### config.mk
export PLATFORM = sky130hd
export DESIGN_NAME = pwm_frame_tx_flat
export DESIGN_NICKNAME = d
export VERILOG_FILES = /design/src/rtl/pwm_tx_pkg.sv /design/src/rtl/pwm_frame_tx_if.sv /design/src/rtl/pwm_frame_tx_fifo.sv /design/src/rtl/pwm_frame_tx.sv /design/src/flat_wrapper.sv
export SDC_FILE = /design/constraint.sdc
export NUM_CORES = 1
export LEC_CHECK = 0
export CAP_MARGIN = 20
export CORE_ASPECT_RATIO = 0.9
export CORE_MARGIN = 2
export CORE_UTILIZATION = 30
export DETAILED_ROUTE_END_ITERATION = 10
export SYNTH_ARGS = -nofsm -noshare
export SYNTH_HDL_FRONTEND = slang
export SYNTH_SLANG_ARGS = --single-unit
### constraint.sdc
create_clock -name clk_in -period 5.41 [get_ports clk_in]
set_input_delay 1.082 -clock clk_in [delete_from_list [all_inputs] [get_ports clk_in]]
set_output_delay 1.082 -clock clk_in [all_outputs]
set_load 0.03 [all_outputs]
### src/rtl/pwm_tx_pkg.sv
// Shared types and timing defaults for the pulse-width frame transmitter.
// Serialiser states plus the helper that sizes the phase counter.
package pwm_tx_pkg;

    typedef enum logic [1:0] {
        IDLE,
        SYNC,
        BITS,
        PAR
    } tx_state_t;

    localparam int DEF_SYNC_LOW  = 400;
    localparam int DEF_SYNC_HIGH = 600;
    localparam int DEF_BIT_LOW   = 200;
    localparam int DEF_ZERO_HIGH = 200;
    localparam int DEF_ONE_HIGH  = 600;

    function automatic int max3(input int a, input int b, input int c);
        int m;
        m = (a > b) ? a : b;
        return (m > c) ? m : c;
    endfunction

endpackage

### src/rtl/pwm_frame_tx_if.sv
// Sample-side handshake between the audio source and the transmitter.
// The source strobes data_valid; drop reports a discarded sample.
interface pwm_frame_tx_if #(
    parameter int DATA_WIDTH = 8
);
    logic [DATA_WIDTH-1:0] data;
    logic                  data_valid;
    logic                  data_ready;
    logic                  drop;

    modport master (
        output data,
        output data_valid,
        input  data_ready,
        input  drop
    );

    modport slave (
        input  data,
        input  data_valid,
        output data_ready,
        output drop
    );
endinterface

### src/rtl/pwm_frame_tx_fifo.sv
// Small synchronous sample FIFO with registered occupancy.
// Pushes while full and pops while empty are ignored.
module sample_fifo #(
    parameter int WIDTH = 8,
    parameter int DEPTH = 4
) (
    input  logic                     clk_in,
    input  logic                     rst_in,
    input  logic                     push,
    input  logic [WIDTH-1:0]         din,
    input  logic                     pop,
    output logic [WIDTH-1:0]         dout,
    output logic                     full,
    output logic                     empty,
    output logic [$clog2(DEPTH):0]   count
);
    localparam int AW = $clog2(DEPTH);

    logic [WIDTH-1:0] mem [DEPTH];
    logic [AW-1:0]    wr_ptr;
    logic [AW-1:0]    rd_ptr;
    logic             do_push;
    logic             do_pop;

    assign full    = (count == (AW+1)'(DEPTH));
    assign empty   = (count == '0);
    assign do_push = push & ~full;
    assign do_pop  = pop & ~empty;
    assign dout    = mem[rd_ptr];

    always_ff @(posedge clk_in) begin
        if (do_push) begin
            mem[wr_ptr] <= din;
        end
    end

    always_ff @(posedge clk_in or posedge rst_in) begin
        if (rst_in) begin
            wr_ptr <= '0;
            rd_ptr <= '0;
            count  <= '0;
        end else begin
            if (do_push) begin
                wr_ptr <= wr_ptr + 1'b1;
            end
            if (do_pop) begin
                rd_ptr <= rd_ptr + 1'b1;
            end
            count <= count + (AW+1)'(do_push) - (AW+1)'(do_pop);
        end
    end
endmodule

### src/rtl/pwm_frame_tx.sv
// Pulse-width frame transmitter: FIFO-buffered samples serialised as
// a sync pulse, one symbol per bit and an optional even-parity symbol.
module pwm_frame_tx
    import pwm_tx_pkg::*;
#(
    parameter int DATA_WIDTH = 8,
    parameter int FIFO_DEPTH = 4,
    parameter int SYNC_LOW   = DEF_SYNC_LOW,
    parameter int SYNC_HIGH  = DEF_SYNC_HIGH,
    parameter int BIT_LOW    = DEF_BIT_LOW,
    parameter int ZERO_HIGH  = DEF_ZERO_HIGH,
    parameter int ONE_HIGH   = DEF_ONE_HIGH,
    parameter int MSB_FIRST  = 1,
    parameter int PARITY_EN  = 0
) (
    input  logic           clk_in,
    input  logic           rst_in,
    pwm_frame_tx_if.slave  s,
    output logic           valid_out,
    output logic           out
);
    localparam int CW  = $clog2(max3(SYNC_LOW + SYNC_HIGH,
                                     BIT_LOW + ONE_HIGH,
                                     BIT_LOW + ZERO_HIGH) + 1);
    localparam int BW  = (DATA_WIDTH > 1) ? $clog2(DATA_WIDTH) : 1;
    localparam int FAW = $clog2(FIFO_DEPTH);

    localparam logic [CW-1:0] SYNC_LAST = CW'(SYNC_LOW + SYNC_HIGH - 1);
    localparam logic [CW-1:0] SYNC_RISE = CW'(SYNC_LOW);
    localparam logic [CW-1:0] BIT_RISE  = CW'(BIT_LOW);
    localparam logic [CW-1:0] ZERO_LAST = CW'(BIT_LOW + ZERO_HIGH - 1);
    localparam logic [CW-1:0] ONE_LAST  = CW'(BIT_LOW + ONE_HIGH - 1);
    localparam logic [BW-1:0] LAST_BIT  = BW'(DATA_WIDTH - 1);
    localparam logic [FAW:0]  FIFO_FULL = (FAW+1)'(FIFO_DEPTH);

    tx_state_t             state;
    logic [CW-1:0]         cnt;
    logic [CW-1:0]         cnt_inc;
    logic [BW-1:0]         bit_idx;
    logic [DATA_WIDTH-1:0] shreg;
    logic [DATA_WIDTH-1:0] head;
    logic [FAW:0]          fifo_count;
    logic                  parity;
    logic                  full;
    logic                  empty;
    logic                  drop_q;
    logic                  cur_bit;
    logic                  sym_end;
    logic                  sync_end;
    logic                  last_data;
    logic                  frame_end;
    logic                  fifo_pop;

    sample_fifo #(
        .WIDTH (DATA_WIDTH),
        .DEPTH (FIFO_DEPTH)
    ) u_fifo (
        .clk_in (clk_in),
        .rst_in (rst_in),
        .push   (s.data_valid),
        .din    (s.data),
        .pop    (fifo_pop),
        .dout   (head),
        .full   (full),
        .empty  (empty),
        .count  (fifo_count)
    );

    assign s.data_ready = ~full;
    assign s.drop       = drop_q;

    assign cur_bit   = (state == PAR) ? parity :
                       (MSB_FIRST != 0) ? shreg[DATA_WIDTH-1] : shreg[0];
    assign cnt_inc   = cnt + 1'b1;
    assign sym_end   = (cnt == (cur_bit ? ONE_LAST : ZERO_LAST));
    assign sync_end  = (cnt == SYNC_LAST);
    assign last_data = (bit_idx == LAST_BIT);
    assign frame_end = sym_end &&
                       ((state == PAR) ||
                        (state == BITS && last_data && PARITY_EN == 0));
    // Popping on the final cycle of a frame keeps valid_out gap-free.
    assign fifo_pop  = ~empty && ((state == IDLE) || frame_end);

    always_ff @(posedge clk_in or posedge rst_in) begin
        if (rst_in) begin
            state     <= IDLE;
            cnt       <= '0;
            bit_idx   <= '0;
            shreg     <= '0;
            parity    <= 1'b0;
            out       <= 1'b0;
            valid_out <= 1'b0;
            drop_q    <= 1'b0;
        end else begin
            drop_q <= s.data_valid & (fifo_count == FIFO_FULL);
            if (fifo_pop) begin
                state     <= SYNC;
                cnt       <= '0;
                bit_idx   <= '0;
                shreg     <= head;
                parity    <= ^head;
                out       <= 1'b0;
                valid_out <= 1'b1;
            end else begin
                unique case (state)
                    IDLE: begin
                        out       <= 1'b0;
                        valid_out <= 1'b0;
                    end
                    SYNC: begin
                        if (sync_end) begin
                            state <= BITS;
                            cnt   <= '0;
                            out   <= 1'b0;
                        end else begin
                            cnt <= cnt_inc;
                            out <= (cnt_inc >= SYNC_RISE);
                        end
                    end
                    BITS: begin
                        if (sym_end) begin
                            cnt     <= '0;
                            out     <= 1'b0;
                            bit_idx <= bit_idx + 1'b1;
                            shreg   <= (MSB_FIRST != 0) ? (shreg << 1)
                                                        : (shreg >> 1);
                            if (last_data) begin
                                state     <= (PARITY_EN != 0) ? PAR : IDLE;
                                valid_out <= (PARITY_EN != 0);
                            end
                        end else begin
                            cnt <= cnt_inc;
                            out <= (cnt_inc >= BIT_RISE);
                        end
                    end
                    PAR: begin
                        if (sym_end) begin
                            state     <= IDLE;
                            cnt       <= '0;
                            out       <= 1'b0;
                            valid_out <= 1'b0;
                        end else begin
                            cnt <= cnt_inc;
                            out <= (cnt_inc >= BIT_RISE);
                        end
                    end
                endcase
            end
        end
    end
endmodule

### src/flat_wrapper.sv
// flat-port wrapper written by rule: the top's interface ports become plain ports
module pwm_frame_tx_flat import pwm_tx_pkg::*;
#(
    parameter int DATA_WIDTH = 8,
    parameter int FIFO_DEPTH = 4,
    parameter int SYNC_LOW   = DEF_SYNC_LOW,
    parameter int SYNC_HIGH  = DEF_SYNC_HIGH,
    parameter int BIT_LOW    = DEF_BIT_LOW,
    parameter int ZERO_HIGH  = DEF_ZERO_HIGH,
    parameter int ONE_HIGH   = DEF_ONE_HIGH,
    parameter int MSB_FIRST  = 1,
    parameter int PARITY_EN  = 0
)
  (clk_in, rst_in, valid_out, out, s_data, s_data_valid, s_data_ready, s_drop);
  pwm_frame_tx_if #(.DATA_WIDTH(DATA_WIDTH)) s_i ();
  input  logic clk_in;
  input  logic rst_in;
  output logic valid_out;
  output logic out;
  input wire logic [$bits(s_i.data)-1:0] s_data;
  input wire logic [$bits(s_i.data_valid)-1:0] s_data_valid;
  output wire logic [$bits(s_i.data_ready)-1:0] s_data_ready;
  output wire logic [$bits(s_i.drop)-1:0] s_drop;
  assign s_i.data = s_data;
  assign s_i.data_valid = s_data_valid;
  assign s_data_ready = s_i.data_ready;
  assign s_drop = s_i.drop;
  pwm_frame_tx #(.DATA_WIDTH(DATA_WIDTH), .FIFO_DEPTH(FIFO_DEPTH), .SYNC_LOW(SYNC_LOW), .SYNC_HIGH(SYNC_HIGH), .BIT_LOW(BIT_LOW), .ZERO_HIGH(ZERO_HIGH), .ONE_HIGH(ONE_HIGH), .MSB_FIRST(MSB_FIRST), .PARITY_EN(PARITY_EN)) u_core (.clk_in(clk_in), .rst_in(rst_in), .s(s_i), .valid_out(valid_out), .out(out));
endmodule
### Metal 1, run 1

Scale: 3 px per µm. Supply wires on this layer in gray.
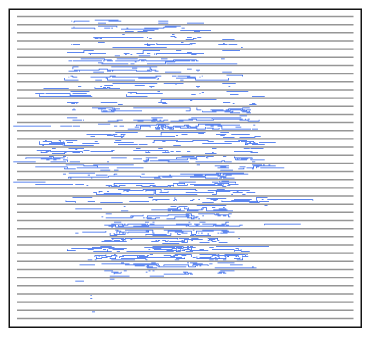
wire length on this layer: 2920 µm
main direction: horizontal
longest straight run: 23.5 µm
share of all routed wire: 49%

### Met2 routing, run 1

Scale: 2 px per µm.
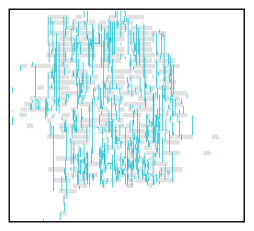
nets with wire on the layer: 253
longest straight run: 39.1 µm
wire length on this layer: 2580 µm

### Met3 routing, run 1

Scale: 3 px per µm.
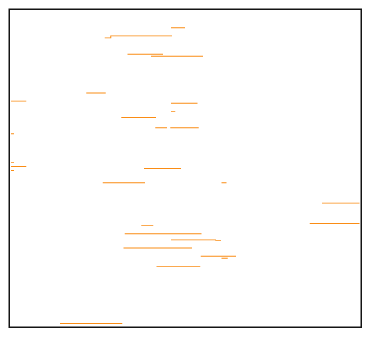
wire length on this layer: 279 µm
nets with wire on the layer: 19
share of all routed wire: 4.7%
longest straight run: 25.3 µm
main direction: horizontal

==> Changelog: implementation, run 1 <==
## Implementation

- Result of the run: complete, no violations
- Least-Margin Pin Slew: 625.2 ps
- GRT Total Usage: 11.01%
- Total global routing overflow: 0
- Core Rows: 37
- Worst min-delay path startpoint: u_core.valid_out$_DFFE_PP0P_
- Cycle use final: 60.02%
- Chip area estimate from yosys synthesis: ~3400 µm²
- Data required time of the worst path: approximately 5600 ps
- Crit end category: flip-flop
- # Taps: 156
- Sequential share of power: roughly 38%
- Flops after synth: ~66
- Slew margin rel.: around three fifths
- Global Route met1 Usage: between 15 and 20%
- Buffers excl. clock: 15
- RSZ-0062 raised after global routing: no
- Number of buffers inserted to repair setup after CTS: 0
- Last weighted congestion value of the routability-driven placer: between 0.8 and 0.9
- Count of library flops with an enable pin: 32
- #MultiIn Comb: between 150 and 200
- Number of remaining DRC errors: 0
-- run 1: cell usage in the layout (no fill, tap or decap), types with 6 or more instances in the layout --
master                             n
sky130_fd_sc_hd__o21ai_1           9
sky130_fd_sc_hd__clkdlybuf4s50_1  14
sky130_fd_sc_hd__inv_1             9
sky130_fd_sc_hd__mux4_2            8
sky130_fd_sc_hd__dfrtp_1          34
sky130_fd_sc_hd__o21ai_0           7
sky130_fd_sc_hd__xnor2_1          17
sky130_fd_sc_hd__and3_1            6
sky130_fd_sc_hd__ha_1             16
sky130_fd_sc_hd__mux2i_1          10
sky130_fd_sc_hd__edfxtp_1         32
sky130_fd_sc_hd__a21oi_1          13
sky130_fd_sc_hd__nor2_1           23
sky130_fd_sc_hd__clkbuf_16         9
sky130_fd_sc_hd__nand2_1          24
-- run 1: sequential cells by signal, summed over array words and instances (netlist names), 2 cells and up --
| signal | flops |
|---|---|
| u_core.bit_idx | 3 |
| u_core.cnt | 10 |
| u_core.shreg | 8 |
| u_core.state | 2 |
| u_core.u_fifo.count | 3 |
| u_core.u_fifo.mem | 32 |
| u_core.u_fifo.rd_ptr | 2 |
| u_core.u_fifo.wr_ptr | 2 |
-- run 1: critical path, stage by stage (launching register included) --
cell                      delay, ps
sky130_fd_sc_hd__dfrtp_1        400
sky130_fd_sc_hd__ha_1           280
sky130_fd_sc_hd__mux2i_1        290
sky130_fd_sc_hd__mux2i_2        380
sky130_fd_sc_hd__nor3_2         110
sky130_fd_sc_hd__o32ai_4        280
sky130_fd_sc_hd__inv_6          190
sky130_fd_sc_hd__ha_1           310
sky130_fd_sc_hd__inv_1           60
sky130_fd_sc_hd__ha_1           120
sky130_fd_sc_hd__inv_1           50
sky130_fd_sc_hd__fa_1           380
sky130_fd_sc_hd__xnor2_1        150
sky130_fd_sc_hd__xnor2_1        130
### Cell placement, run 1

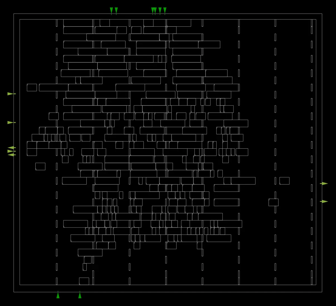

==> run 2: changes to the inputs <==
==> constraint.sdc (replaced) <==
create_clock -name clk_in -period 3.2 [get_ports clk_in]
set_input_delay 0.64 -clock clk_in [delete_from_list [all_inputs] [get_ports clk_in]]
set_output_delay 0.64 -clock clk_in [all_outputs]
set_load 0.03 [all_outputs]
### Cell placement, run 2

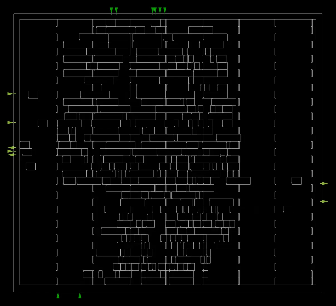
Seq cells: 66
utilization of the core after routing: 35.20%
# Taps: 156

### Metal 4, run 2

Scale: 3 px per µm. Supply wires on this layer in gray.
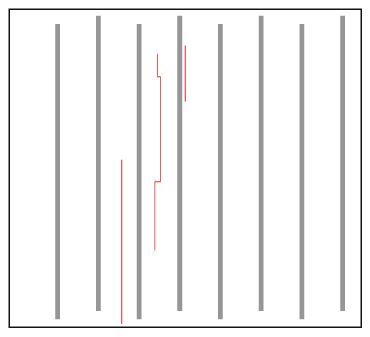
longest straight run: 54.4 µm
wire length on this layer: 141 µm
share of all routed wire: 2.3%
nets with wire on the layer: 3

### Met2 routing, run 2

Scale: 2 px per µm.
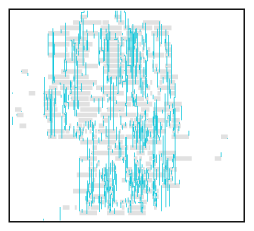
share of all routed wire: 45%
nets with wire on the layer: 248
main direction: vertical
wire length on this layer: 2750 µm
longest straight run: 38.1 µm

==> run 2 against run 1 <==
Compared with the run above:
- via count is 0.68% lower
- power increased by 71%
- register-to-register slack worse by 1800 ps
- sequential share of layout area decreased by 0.40 points
- routed wire length is 3.0% higher
- clock-buffer cell count increased by 3
- cell area rose by 0.89%
- setup slack worse by 1800 ps
- largest cell class unchanged
==> Changelog: implementation, run 2 <==
## Implementation

- Leading cell types in the layout, fill and taps excluded: sky130_fd_sc_hd__dfrtp_1 (34), sky130_fd_sc_hd__edfxtp_1 (32), sky130_fd_sc_hd__nand2_1 (24), sky130_fd_sc_hd__nor2_1 (23), sky130_fd_sc_hd__xnor2_1 (17)
- RR Startpoint: u_core.state[0]$_DFFE_PP0P_
- Most common cell on crit path: sky130_fd_sc_hd__ha_1
- Result of the run: complete, no violations
- Flip-flop count of the largest register, all copies and words added: 32
- Slew margin rel.: roughly three fifths
- Number of buffers inserted to repair setup after CTS: 0
- Reg with most FFs: u_core.u_fifo.mem
- Least-Margin Pin Slew: between 600 and 700 ps
- Area share, top type: 27.97%
- CP delay by family, top: adder cells
- Total global routing overflow: 0
- Top logic cell by instance count in the layout: sky130_fd_sc_hd__dfrtp_1
- Worst min-delay path startpoint: u_core.bit_idx[2]$_DFFE_PP0P_
- Combinational power: approximately 1200 µW
- #MultiIn Comb: about 180
- RSZ-0062 raised after global routing: no
- Chip area estimate from yosys synthesis: between 3000 and 4000 µm²
- Cycle use final: between 80% and 90%
- Core Rows: 37
- Data required time of the worst path: between 3000 and 4000 ps
- Last weighted congestion value of the routability-driven placer: ~0.81
- Regs by FF count: u_core.u_fifo.mem (32), u_core.cnt (10), u_core.shreg (8)
- Number of remaining DRC errors: 0
- Sequential share of power: a little under two fifths
- CP cell instances: ha_1 > mux2i_1 > mux2i_2 > nor3_2 > o32ai_4 > inv_6 > ha_1 > inv_1 > ha_1 > inv_1 > fa_1 > xnor2_1 > xnor2_1
- Critical Path Max Stage Delay: about 400 ps
run 2: netlist changes by cell type in the layout (fill, tap and decap cells not counted):
cell,delta
sky130_fd_sc_hd__buf_4,+3
sky130_fd_sc_hd__clkbuf_1,+1
sky130_fd_sc_hd__clkinv_2,-2
sky130_fd_sc_hd__inv_6,-1
sky130_fd_sc_hd__clkbuf_8,+2
run 2: logic make-up after synthesis:
family          synth area share [%]
xor+xnor                       4.588
flops                          52.73
fa+ha+maj                      6.409
buf+inv                        5.062
compound gates                 8.557
mux                            8.886
simple gates                   13.77
run 2: worst max path at each step:
stage	depth (start not counted)	slack, ps	startpoint	end
after CTS	13	320	u_core.state[0]$_DFFE_PP0P_	u_core.u_fifo.count[2]$_DFF_PP0_
after global routing	13	80	u_core.state[0]$_DFFE_PP0P_	u_core.u_fifo.count[2]$_DFF_PP0_
after floorplan	14	210	u_core.state[0]$_DFFE_PP0P_	u_core.u_fifo.count[2]$_DFF_PP0_
final	13	340	u_core.state[0]$_DFFE_PP0P_	u_core.u_fifo.count[2]$_DFF_PP0_
after detailed placement	13	330	u_core.state[0]$_DFFE_PP0P_	u_core.u_fifo.count[2]$_DFF_PP0_
after global placement	13	400	u_core.state[0]$_DFFE_PP0P_	u_core.u_fifo.count[2]$_DFF_PP0_
run 2: routing by layer:
metal | wire length, µm | GRT usage, % | share of wire (%) | vias up
li1 | - | - | - | 1011
met1 | 3032 | 14.96 | 50 | 998
met2 | 2752 | 16.39 | 45 | 25
met3 | 195 | 3.393 | 3.2 | 12
met4 | 140 | 4.790 | 2.3 | 0
met5 | 0 | 0 | 0 | -
Power and IR drop assume default switching activity.
